[config.mk]
export PLATFORM = sky130hd
export DESIGN_NAME = lut_frac_cfg
export DESIGN_NICKNAME = d
export VERILOG_FILES = /design/src/rtl/lut_frac_pkg.sv /design/src/rtl/lut_frac_cfg_loader.sv /design/src/rtl/lut_frac_cfg.sv
export SDC_FILE = /design/constraint.sdc
export NUM_CORES = 1
export LEC_CHECK = 0
export ABC_AREA = 1
export CAP_MARGIN = 25
export CORE_MARGIN = 4
export CORE_UTILIZATION = 40
export CTS_BUF_LIST = sky130_fd_sc_hd__clkbuf_4
export CTS_CLUSTER_DIAMETER = 80
export DETAILED_ROUTE_END_ITERATION = 10
export MAX_ROUTING_LAYER = met4
export PLACE_DENSITY = 0.72
export REMOVE_ABC_BUFFERS = 1
export SLEW_MARGIN = 20
export SYNTH_ARGS = -nofsm -noshare
export SYNTH_HDL_FRONTEND = slang
export SYNTH_SLANG_ARGS = --single-unit
[constraint.sdc]
create_clock -name clk -period 1.3 [get_ports clk]
set_input_delay 0.13 -clock clk [delete_from_list [all_inputs] [get_ports clk]]
set_output_delay 0.13 -clock clk [all_outputs]
set_load 0.05 [all_outputs]
[src/rtl/lut_frac_pkg.sv]
// rtl/lut_frac_pkg.sv - shared types and sizing helpers for the fracturable LUT
package lut_frac_pkg;

  // Configuration loader states.
  typedef enum logic [1:0] {
    ST_IDLE   = 2'd0,
    ST_LOAD   = 2'd1,
    ST_COMMIT = 2'd2
  } cfg_state_e;

  // Ceiling log2, used only on elaboration-time constants.
  function automatic int clog2_f(input int v);
    int r;
    r = 0;
    for (int i = 0; i < 31; i++) begin
      if ((1 << i) < v) r = i + 1;
    end
    return r;
  endfunction

  // Ceiling division.
  function automatic int cdiv_f(input int a, input int b);
    return (a + b - 1) / b;
  endfunction

  // Width of the mode field; never less than one bit.
  function automatic int mode_w_f(input int max_split_log);
    int w;
    w = clog2_f(max_split_log + 1);
    return (w < 1) ? 1 : w;
  endfunction

  // Meaningful bits in one configuration image: table, mode, reg_out.
  function automatic int cfg_bits_f(input int inputs, input int max_split_log);
    return (1 << inputs) + mode_w_f(max_split_log) + 1;
  endfunction

  // Number of words streamed per image.
  function automatic int cfg_words_f(input int inputs, input int max_split_log, input int cfg_w);
    return cdiv_f(cfg_bits_f(inputs, max_split_log), cfg_w);
  endfunction

  // Mode field sits directly above the truth table.
  function automatic int mode_lsb_f(input int inputs);
    return 1 << inputs;
  endfunction

  // reg_out sits directly above the mode field.
  function automatic int reg_out_bit_f(input int inputs, input int max_split_log);
    return (1 << inputs) + mode_w_f(max_split_log);
  endfunction

endpackage

[src/rtl/lut_frac_cfg_loader.sv]
// rtl/lut_frac_cfg_loader.sv - streams config words into a shadow image and strobes commit
module lut_frac_cfg_loader
  import lut_frac_pkg::*;
#(
  parameter int CFG_W     = 4,
  parameter int CFG_WORDS = 5,
  parameter int CFG_BITS  = 18
) (
  input  logic                clk,
  input  logic                rst_n,
  input  logic                cfg_valid,
  output logic                cfg_ready,
  input  logic [CFG_W-1:0]    cfg_data,
  input  logic                cfg_abort,
  output logic                cfg_done,
  output logic                commit,
  output logic [CFG_BITS-1:0] image
);

  localparam int CNT_W = (CFG_WORDS > 1) ? clog2_f(CFG_WORDS) : 1;

  cfg_state_e          state_q, state_d;
  logic [CNT_W-1:0]    cnt_q;
  // Only the meaningful low bits are kept; the zero pad falls off the top.
  logic [CFG_BITS-1:0] shadow_q;
  logic [CFG_BITS-1:0] shifted;
  logic                last_word;
  logic                take;

  assign shifted   = CFG_BITS'({shadow_q, cfg_data});
  assign last_word = (cnt_q == CNT_W'(CFG_WORDS - 1));
  assign take      = cfg_valid && cfg_ready && !cfg_abort;
  assign image     = shifted;
  assign cfg_done  = (state_q == ST_COMMIT);

  // Loader state register.
  always_ff @(posedge clk or negedge rst_n) begin
    if (!rst_n) state_q <= ST_IDLE;
    else        state_q <= state_d;
  end

  // Next state, handshake and commit strobe; abort beats a same-cycle word.
  always_comb begin
    state_d   = state_q;
    cfg_ready = 1'b0;
    commit    = 1'b0;
    case (state_q)
      ST_IDLE, ST_LOAD: begin
        cfg_ready = 1'b1;
        if (cfg_abort) begin
          state_d = ST_IDLE;
        end else if (cfg_valid) begin
          if (last_word) begin
            commit  = 1'b1;
            state_d = ST_COMMIT;
          end else begin
            state_d = ST_LOAD;
          end
        end
      end
      ST_COMMIT: state_d = ST_IDLE;
      default:   state_d = ST_IDLE;
    endcase
  end

  // Shadow shift register and word counter.
  always_ff @(posedge clk or negedge rst_n) begin
    if (!rst_n) begin
      shadow_q <= '0;
      cnt_q    <= '0;
    end else if (cfg_ready && cfg_abort) begin
      cnt_q <= '0;
    end else if (take) begin
      shadow_q <= shifted;
      cnt_q    <= last_word ? '0 : cnt_q + 1'b1;
    end
  end

endmodule

[src/rtl/lut_frac_cfg.sv]
// rtl/lut_frac_cfg.sv - fracturable softcoded LUT with atomically committed configuration
module lut_frac_cfg
  import lut_frac_pkg::*;
#(
  parameter int INPUTS        = 4,
  parameter int MAX_SPLIT_LOG = 1,
  parameter int CFG_W         = 4
) (
  input  logic                                  clk,
  input  logic                                  rst_n,
  input  logic [(1<<MAX_SPLIT_LOG)*INPUTS-1:0]  addr,
  output logic [(1<<MAX_SPLIT_LOG)-1:0]         out,
  input  logic                                  cfg_valid,
  output logic                                  cfg_ready,
  input  logic [CFG_W-1:0]                      cfg_data,
  input  logic                                  cfg_abort,
  output logic                                  cfg_done,
  output logic                                  cfg_err
);

  localparam int NUM_OUT     = 1 << MAX_SPLIT_LOG;
  localparam int TBL_W       = 1 << INPUTS;
  localparam int MODE_W      = mode_w_f(MAX_SPLIT_LOG);
  localparam int CFG_BITS    = cfg_bits_f(INPUTS, MAX_SPLIT_LOG);
  localparam int CFG_WORDS   = cfg_words_f(INPUTS, MAX_SPLIT_LOG, CFG_W);
  localparam int MODE_LSB    = mode_lsb_f(INPUTS);
  localparam int REG_OUT_BIT = reg_out_bit_f(INPUTS, MAX_SPLIT_LOG);

  logic                commit;
  logic [CFG_BITS-1:0] image;
  logic [TBL_W-1:0]    tbl_q;
  logic [MODE_W-1:0]   mode_q;
  logic                reg_out_q;
  logic [NUM_OUT-1:0]  out_raw;
  logic [NUM_OUT-1:0]  out_q;
  logic [INPUTS-1:0]   sel;

  lut_frac_cfg_loader #(
    .CFG_W     (CFG_W),
    .CFG_WORDS (CFG_WORDS),
    .CFG_BITS  (CFG_BITS)
  ) u_loader (
    .clk       (clk),
    .rst_n     (rst_n),
    .cfg_valid (cfg_valid),
    .cfg_ready (cfg_ready),
    .cfg_data  (cfg_data),
    .cfg_abort (cfg_abort),
    .cfg_done  (cfg_done),
    .commit    (commit),
    .image     (image)
  );

  // Active configuration, replaced whole on the commit edge.
  always_ff @(posedge clk or negedge rst_n) begin
    if (!rst_n) begin
      tbl_q     <= '0;
      mode_q    <= '0;
      reg_out_q <= 1'b0;
    end else if (commit) begin
      tbl_q     <= image[TBL_W-1:0];
      mode_q    <= image[MODE_LSB +: MODE_W];
      reg_out_q <= image[REG_OUT_BIT];
    end
  end

  assign cfg_err = (int'(mode_q) > MAX_SPLIT_LOG);

  // Fracture mux: sub-LUT j reads its own slice of the table with the low address bits.
  always_comb begin
    out_raw = '0;
    sel     = '0;
    for (int m = 0; m <= MAX_SPLIT_LOG; m++) begin
      if ((int'(mode_q) == m) || ((m == 0) && cfg_err)) begin
        for (int j = 0; j < NUM_OUT; j++) begin
          if (j < (1 << m)) begin
            sel = INPUTS'(j << (INPUTS - m)) |
                  (addr[j*INPUTS +: INPUTS] & INPUTS'((1 << (INPUTS - m)) - 1));
            out_raw[j] = tbl_q[sel];
          end
        end
      end
    end
  end

  // Output flops run every cycle so a switch to registered mode is never stale.
  always_ff @(posedge clk or negedge rst_n) begin
    if (!rst_n) out_q <= '0;
    else        out_q <= out_raw;
  end

  assign out = reg_out_q ? out_q : out_raw;

endmodule
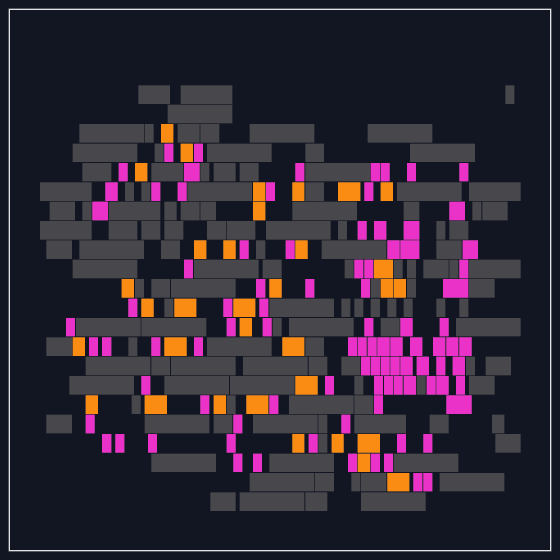
Fig. 1. Gate families picked out (run 1).
| color | family | cells | most used |
|---|---|---|---|
| orange | aoi and oai cells | 33 | o21ai_0 |
| magenta | nand cells | 92 | nand2_1 |

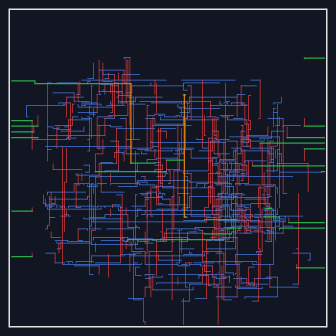
Fig. 2. Routed metal, one color a layer (run 1).
| color | layer | wire length |
|---|---|---|
| blue | M1 | 1740 um |
| green | M3 | 217 um |
| red | M2 | 1670 um |
| orange | M4 | 48.3 um |

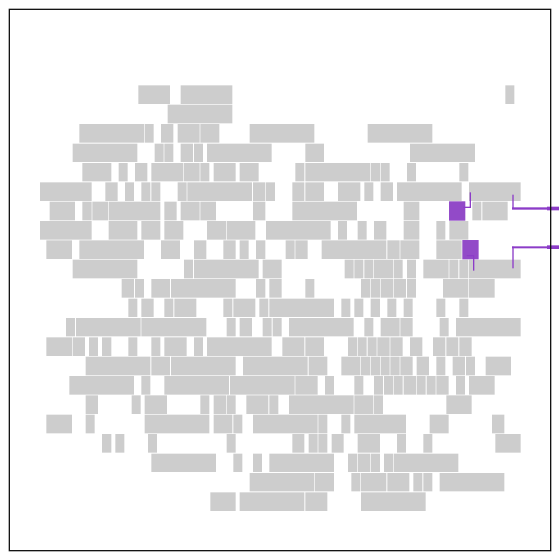
Fig. 3. Wires at chosen ports, followed through buffers (run 1).
| color | port | bits | direction | edge | end cells | buffers | wire |
|---|---|---|---|---|---|---|---|
| purple | out | 2 | output | right | 2 | 2 | 20.3 um |

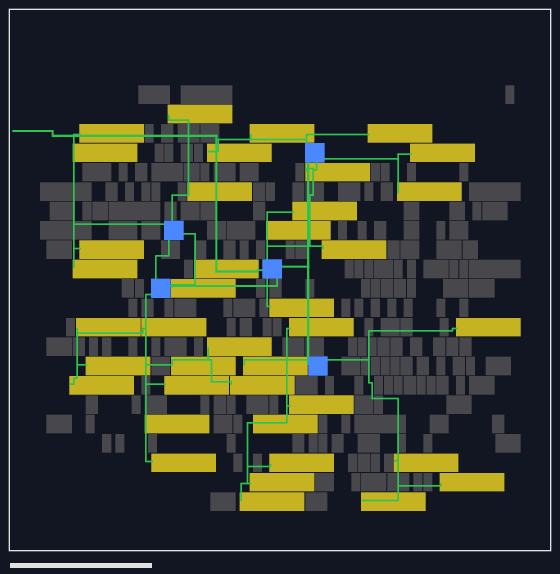
Fig. 4. Clock wires, drivers and flops (run 1).
The bar under the picture is 20 um long.
[green] clock wires | length: 448 um
[yellow] flip-flops | count: 39
[blue] clock-net drivers | count: 5
routed clock nets: 6

## run 1: per-layer routing
metal | vias to the layer above | track usage (%) | routed length (um) | part of all wire, %
li1 | 745 | - | - | -
met1 | 677 | 19.2 | 1740 | 47
met2 | 34 | 23.0 | 1670 | 45
met3 | 5 | 3.83 | 217 | 5.9
met4 | 0 | 5.24 | 48 | 1.3
met5 | - | - | 0 | 0
## run 1: cell usage in the layout, fill, tap and decap left out, types with 2 or more instances in the layout
master | Yosys | routed
buf_12 | 0 | 5
buf_4 | 2 | 14
buf_6 | 2 | 2
clkbuf_4 | 0 | 7
clkdlybuf4s50_1 | 0 | 12
dfrtp_1 | 39 | 39
ha_1 | 2 | 2
inv_1 | 25 | 24
inv_2 | 1 | 2
nand2_1 | 72 | 69
nand2_2 | 1 | 4
nand3_1 | 17 | 15
nand3_2 | 0 | 2
nor2_1 | 10 | 9
nor2_8 | 2 | 2
o21ai_0 | 22 | 21
o21ai_2 | 10 | 10
## run 1: metrics by stage
stage	std cells	setup WS, ps
6_report	305	-267
5_1_grt	305	-400
4_1_cts	303	-259
3_5_place_dp	288	-265
3_3_place_gp	288	-246
2_1_floorplan	209	-284
## run 1: power by group through the flow
stage / logic (mW) / clock network, mW / registers [mW]
after floorplan: 0.250 / 0 / 1.42
after global placement: 0.407 / 0 / 1.44
after detailed placement: 0.416 / 0 / 1.44
after CTS: 0.442 / 0.647 / 1.42
after global routing: 0.520 / 0.705 / 1.43
final: 0.452 / 0.629 / 1.42
## run 1: cell type report
| class | instances | share of cell area, % |
|---|---|---|
| Clock buffer | 7 | 2.28 |
| Clock inverter | 1 | 0.217 |
| Inverter | 28 | 4.88 |
| Multi-Input combinational cell | 142 | 31.5 |
| Sequential cell | 39 | 42.3 |
| Tap cell | 52 | 2.82 |
| Timing Repair Buffer | 36 | 16.1 |
## run 1: worst max path at each step
stage                endpoint  slack [ps]  cells after the start
floorplan           tbl_q[10]        -280                      8
global placement       out[0]        -250                      9
detailed placement     out[0]        -260                      9
CTS                    out[1]        -260                      7
finish                 out[0]        -270                      6
global route           out[1]        -400                      7
## run 1: synthesized netlist by cell type
cell type | number | share of area (%)
o21ai_0 | 22 | 6.0
nand3b_1 | 1 | 0.41
inv_4 | 2 | 0.68
o21ai_2 | 10 | 4.8
xnor2_1 | 1 | 0.48
nand3_1 | 17 | 4.6
nand2_1 | 72 | 15
inv_1 | 25 | 5.1
buf_2 | 2 | 0.54
inv_2 | 1 | 0.20
nor2_8 | 2 | 2.2
o211ai_1 | 1 | 0.41
and3_1 | 1 | 0.34
dfrtp_1 | 39 | 53
nand2_2 | 1 | 0.34
conb_1 | 1 | 0.20
nand4_1 | 1 | 0.34
clkbuf_1 | 1 | 0.20
buf_6 | 2 | 1.2
buf_4 | 2 | 0.82
ha_1 | 2 | 1.4
nor2_1 | 10 | 2.0
## run 1: registers in the layout, indices dropped and copies added (netlist names)
name	count
out_q	2
mode_q	1
tbl_q	16
reg_out_q	1
u_loader.state_q	2
u_loader.cnt_q	3
u_loader.shadow_q	14
==> GITHUB_STEP_SUMMARY, run 1 <==
## PnR job results

| Metric | Value |
|---|---|
| Status | finished with violations |
| Failing checks | negative setup slack |
| Tmin final | 1570 ps |
| Synthesized instance count | 216 |
| Iter 0 DRT Violations | 82 |
| Synth flops | 39 |
| # fillers | 426 |
| Worst-path clk slew | 120 ps |
| Ports | 21 |
| Avg Inst Size Synth | 8.52 sq um |
| Final setup margin | -267 ps |
| Via count | 1461 |
| Sequential fraction of design power | 56.8% |
| Net Sw Frac | 28.3% |
| Vert. Die Dim | 75.8 um |
| Tool warnings | 29 |
| Final wirelength | 3.67 mm |
| Final ANT Viol Nets | 0 |
| Adders+Majority by Area | 1.36% |
| Clock root buffer | clkbuf_4 |
| Layout cells sized above 1 | 20.9% |
| Final Skew | 16.4 ps |
| Setup violators final | 2 |
| Register area | 976 sq um |
| Maxcap violations | 0 |
| Worst R2R Start | u_loader.state_q[1] |
| ANT cells | 0 |
| Comb pwr share | 18.1% |
| Yosys warnings | 0 |
| Clk network pwr share | 25.1% |
| Drt pass-1 iters | 4 |
| CP max FO | 4 |
| DRC | 0 |
| Unrepaired setup endpoints after global routing | yes |
| Worst Path Arrival | 1440 ps |
| Synth logic family | simple AND/OR/NAND/NOR gates |
| Final Slew Violations | 0 |
| Post-synthesis cell area | 1840 sq um |
| Largest net degree at the start of global routing | 26 |
| Post-route setup TNS | -523 ps |
| Fmax achieved | 638 MHz |
| Yosys Chip Area | 1840 sq um |
| Skew-Pair Late Insertion Delay | 340 ps |
==> run 2, diff against run 1 <==
--- a/config.mk
+++ b/config.mk
@@ -14,6 +14,7 @@
 export DETAILED_ROUTE_END_ITERATION = 10
 export MAX_ROUTING_LAYER = met4
 export PLACE_DENSITY = 0.72
+export RECOVER_POWER = 100
 export REMOVE_ABC_BUFFERS = 1
 export SLEW_MARGIN = 20
 export SYNTH_ARGS = -nofsm -noshare
==> constraint.sdc (replaced) <==
create_clock -name clk -period 1.41 [get_ports clk]
set_input_delay 0.141 -clock clk [delete_from_list [all_inputs] [get_ports clk]]
set_output_delay 0.141 -clock clk [all_outputs]
set_load 0.05 [all_outputs]
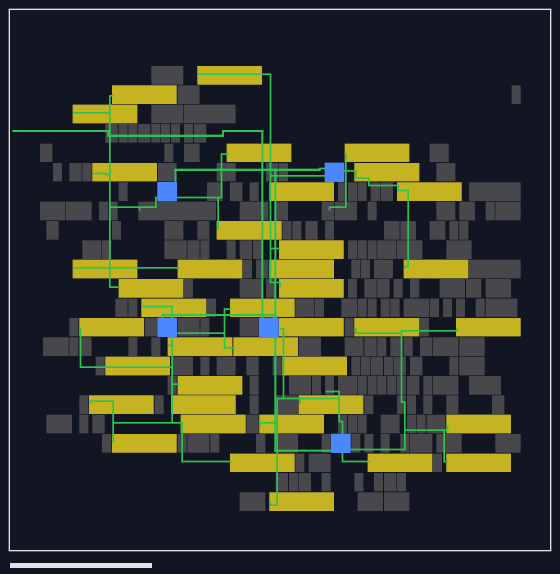
Fig. 5. Clock wires, drivers and flops (run 2).
The bar under the picture is 20 um long.
[green] clock wires | length: 519 um
[blue] clock-net drivers | count: 5
[yellow] flip-flops | count: 39
routed clock nets: 6
Clk network pwr share: 30.1%
Skew-Pair Late Insertion Delay: 360 ps
Final Skew: 14.5 ps

==> run 2 against run 1 <==
  * The flow still finishes with violations (negative setup slack)
  * Final cell count did not move
  * Synthesized area is the same
  * Critical path depth grew 1
  * Critical path type unchanged
==> GITHUB_STEP_SUMMARY, run 2 <==
## PnR job results

| Metric | Value |
|---|---|
| Maxcap violations | 0 (unchanged) |
| Global routing usage on met2 | 22.0% (was 23.0%) |
| Avg Inst Size Synth | 8.52 sq um (unchanged) |
| Met3 global-route usage | 4.62% (was 3.83%) |
| Fmax achieved | 637 MHz |
| Most Crowded Layer GR | met2 (unchanged) |
| Post-synthesis cell area | 1840 sq um (unchanged) |
| Synthesized instance count | 216 (unchanged) |
| Post-synth EDFFs | 0 (unchanged) |
| Synth flops | 39 (unchanged) |
| Worst Path Arrival | 1430 ps (was 1440 ps) |
| Cell type with the largest total area | dfrtp_1 (unchanged) |
| Yosys warnings | 0 (unchanged) |
| Failing checks | negative setup slack (unchanged) |
| Final setup margin | -160 ps (was -267 ps) |
| CP max FO | 3 (was 4) |
| Worst-path clk slew | 130 ps (was 120 ps) |
| Layout cells sized above 1 | 21.7% (was 20.9%) |
| Top cells, area | dfrtp_1 (53%), nand2_1 (15%), o21ai_0 (6.0%) (unchanged) |
| Unrepaired setup endpoints after global routing | yes (unchanged) |
| Clock root buffer | clkbuf_4 (unchanged) |
| ANT cells | 0 (unchanged) |
| Iter 0 DRT Violations | 85 (was 82) |
| Yosys Chip Area | 1840 sq um (unchanged) |
| Commonest cells post-synth | nand2_1 (72), dfrtp_1 (39), inv_1 (25), o21ai_0 (22), nand3_1 (17) (unchanged) |
| Ys async rst share | 100% (unchanged) |
| M1 GR Usage | 20.2% (was 19.2%) |
| Top cell area share | 53.1% (unchanged) |
| Setup violators final | 18 (was 2) |
| Max FFs per register | 16 (unchanged) |
| Pre-CTS setup slack | -174 ps (was -265 ps) |
| Largest net degree at the start of global routing | 26 (unchanged) |
| Status | finished with violations (unchanged) |
| Post-route setup TNS | -546 ps (was -523 ps) |
| Non-Filler Instances | 305 (unchanged) |
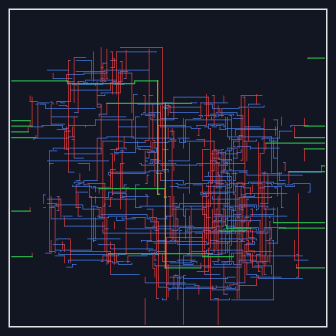
Fig. 6. Routed metal, one color a layer (run 2).
| color | layer | wire length |
|---|---|---|
| red | M2 | 1690 um |
| orange | M4 | 66.6 um |
| blue | M1 | 1720 um |
| green | M3 | 227 um |
Total GRT Usage: 15.2%
final wirelength: 3.71 mm
per-cell routed wire length: 12.2 um
via count: 1442

==> run 2: cell count changes in the layout (fill, tap and decap cells not counted), sizes merged <==
cell           previous run  this run
buf                      22        17
bufinv                    0         1
clkbuf                    7        10
clkdlybuf4s50            12        10
clkinv                    1         2
dlymetal6s2s              0         2
==> run 2: logic make-up after synthesis <==
family                     share of synthesized area, %
adders and majority gates                          1.36
DFF                                                53.1
AOI/OAI and AO/OA                                  11.2
xor gates and xnor gates                          0.476
and+or+nand+nor                                    25.0
buffers and inverters                              8.77
other                                             0.204
==> run 2: layout make-up <==
type	count	area, sq um	area share [%]
inverters	28	113	4.92
well taps	52	65.1	2.84
flip-flops and latches	39	976	42.6
clock buffers	5	37.5	1.64
multi-input cells	142	736	32.1
repair buffers	36	324	14.2
clock inverters	3	38.8	1.69
==> run 2: critical path, delay by kind of cell, from the launching register on <==
kind / cells / cell delay (ps)
and+or+nand+nor: 6 / 520
buffers and inverters: 1 / 130
DFF: 1 / 410
==> run 2: worst max-delay path by stage <==
stage | slack, ps | start | endpoint
global route | -290 | tbl_q[14] | out[1]
global placement | -160 | addr[0] | out[0]
finish | -160 | tbl_q[14] | out[1]
detailed placement | -170 | addr[0] | out[0]
CTS | -180 | tbl_q[10] | out[1]
floorplan | -170 | u_loader.state_q[1] | tbl_q[10]
==> run 2: per-layer routing <==
layer	share of wire, %	vias to the layer above
li1	-	745
met1	46	661
met2	46	31
met3	6.1	5
met4	1.8	0
met5	0	-
==> run 2: power breakdown <==
| part | total (mW) | switching, mW | internal, mW |
|---|---|---|---|
| clock network | 0.743 | 0.378 | 0.365 |
| logic | 0.414 | 0.237 | 0.177 |
| registers | 1.31 | 0.0723 | 1.24 |
| total | 2.47 | 0.687 | 1.78 |
==> run 2: repair_timing <==
| action | in CTS | in global routing |
|---|---|---|
| pin swaps | 10 | 22 |
| buffers inserted | 3 | 6 |
| hold buffers | 1 | 0 |
| endpoints found under the hold margin | 20 | 0 |
| endpoints found under the setup margin | 3 | 5 |
| gates resized | 5 | 16 |
==> run 3, diff against run 2 <==
--- a/config.mk
+++ b/config.mk
@@ -16,7 +16,7 @@
 export PLACE_DENSITY = 0.72
 export RECOVER_POWER = 100
 export REMOVE_ABC_BUFFERS = 1
-export SLEW_MARGIN = 20
+export SLEW_MARGIN = 30
 export SYNTH_ARGS = -nofsm -noshare
 export SYNTH_HDL_FRONTEND = slang
 export SYNTH_SLANG_ARGS = --single-unit
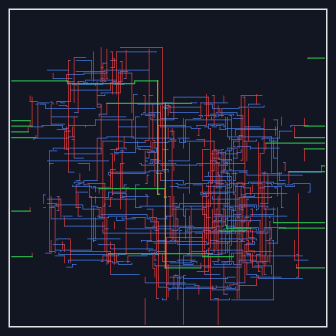
Fig. 7. Routed metal, one color a layer (run 3).
| color | layer | wire length |
|---|---|---|
| green | M3 | 227 um |
| blue | M1 | 1720 um |
| red | M2 | 1690 um |
| orange | M4 | 66.6 um |

==> run 3 against run 2 <==
  * The flow still finishes with violations (negative setup slack)
  * Register-to-register slack barely moved
  * Flip-flop count did not move
  * First-iteration DRC count did not move
  * Synthesized cell count did not move
  * Clock skew did not move
  * Via count did not move
  * Count of clock-buffer cells in the layout did not move
  * Die area did not move
  * Utilization did not move
  * Setup slack did not move
  * Worst hold slack did not move
  * Sequential share of layout area did not move
  * Largest cell class unchanged
  * Largest power group unchanged
==> GITHUB_STEP_SUMMARY, run 3 <==
## PnR job results

| Metric | Value |
|---|---|
| Status | finished with violations (unchanged) |
| Failing checks | negative setup slack (unchanged) |
| Synth top cell by count | nand2_1 (unchanged) |
| Final setup margin | -160 ps (unchanged) |
| Pre-CTS setup slack | -174 ps (unchanged) |
| Via count | 1442 (unchanged) |
| Tool warnings | 29 (unchanged) |
| DRC | 0 (unchanged) |
| # fillers | 404 (unchanged) |
| Post-synth EDFFs | 0 (unchanged) |
| Post-route setup TNS | -546 ps (unchanged) |
| Worst setup startpoint | tbl_q[14] (unchanged) |
| Setup violators final | 18 (unchanged) |
| Fmax achieved | 637 MHz (unchanged) |
| Most numerous logic cells after layout | nand2_1 (70), dfrtp_1 (39), inv_1 (25), o21ai_0 (21), buf_4 (14) (unchanged) |
| Synthesized instance count | 216 (unchanged) |
| Per-cell routed wire length | 12.2 um (unchanged) |
| ANT cells | 0 (unchanged) |
| Cell type with the largest total area | dfrtp_1 (unchanged) |
| Unrepaired setup endpoints after global routing | yes (unchanged) |
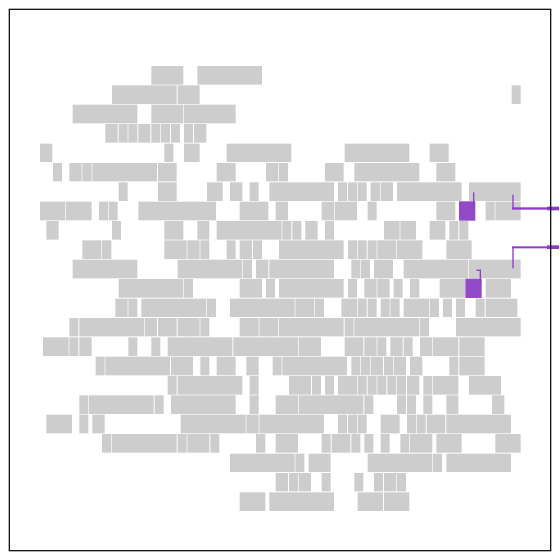
Fig. 8. Wires at chosen ports, followed through buffers (run 3).
| color | port | bits | direction | edge | end cells | buffers | wire |
|---|---|---|---|---|---|---|---|
| purple | out | 2 | output | right | 2 | 2 | 18.9 um |

[run 3: path summary, 6_finish.rpt]
check	endpoint	slack, ps	cells past startpoint
hold reg to reg	u_loader.shadow_q[10]	480	2
setup reg to reg	tbl_q[8]	-40	8
max in group asynchronous	u_loader.shadow_q[11]	280	3
min in group clk	out_q[0]	340	6
hold / removal	tbl_q[2]	290	2
setup / recovery	out[1]	-160	7
[run 3: layer usage]
metal,global-route usage [%],wire (um),up-vias
met2,22.0,1690,31
met5,-,0,-
li1,-,-,745
met1,20.2,1720,661
met3,4.62,227,5
met4,5.24,66,0
[run 3: where the power goes]
part           internal, mW  switching [mW]
clock                 0.365           0.378
combinational         0.177           0.237
sequential             1.24          0.0723
total                  1.78           0.687
[run 3: critical path, stage by stage (launching register included)]
cell and delay [ps]:
dfrtp_1 410, nor2_1 50, nor2_1 120, nand2_1 80
nand3_2 70, nand4_1 100, nand2_2 100, buf_12 130
[run 3: logic make-up after synthesis]
family / count (synthesis) / share of synthesized area (%)
AOI/OAI and AO/OA: 33 / 11.2
DFF: 39 / 53.1
and+or+nand+nor: 105 / 25.0
other: 1 / 0.204
adders and majority gates: 2 / 1.36
xor gates and xnor gates: 1 / 0.476
buffers and inverters: 35 / 8.77
[run 3: cell type report]
type,instances,area (sq um),share of cell area [%]
Inverter,28,113,4.92
Multi-Input combinational cell,142,736,32.1
Tap cell,52,65.1,2.84
Clock inverter,3,38.8,1.69
Sequential cell,39,976,42.6
Timing Repair Buffer,36,324,14.2
Clock buffer,5,37.5,1.64
[run 3: timing repair]
item / in CTS / in global routing
hold endpoints to repair: 20 / 0
pin swaps: 10 / 22
buffers inserted: 3 / 6
endpoints found under the setup margin: 3 / 5
hold buffers: 1 / 0
resized: 5 / 16
Power and IR drop assume default switching activity.
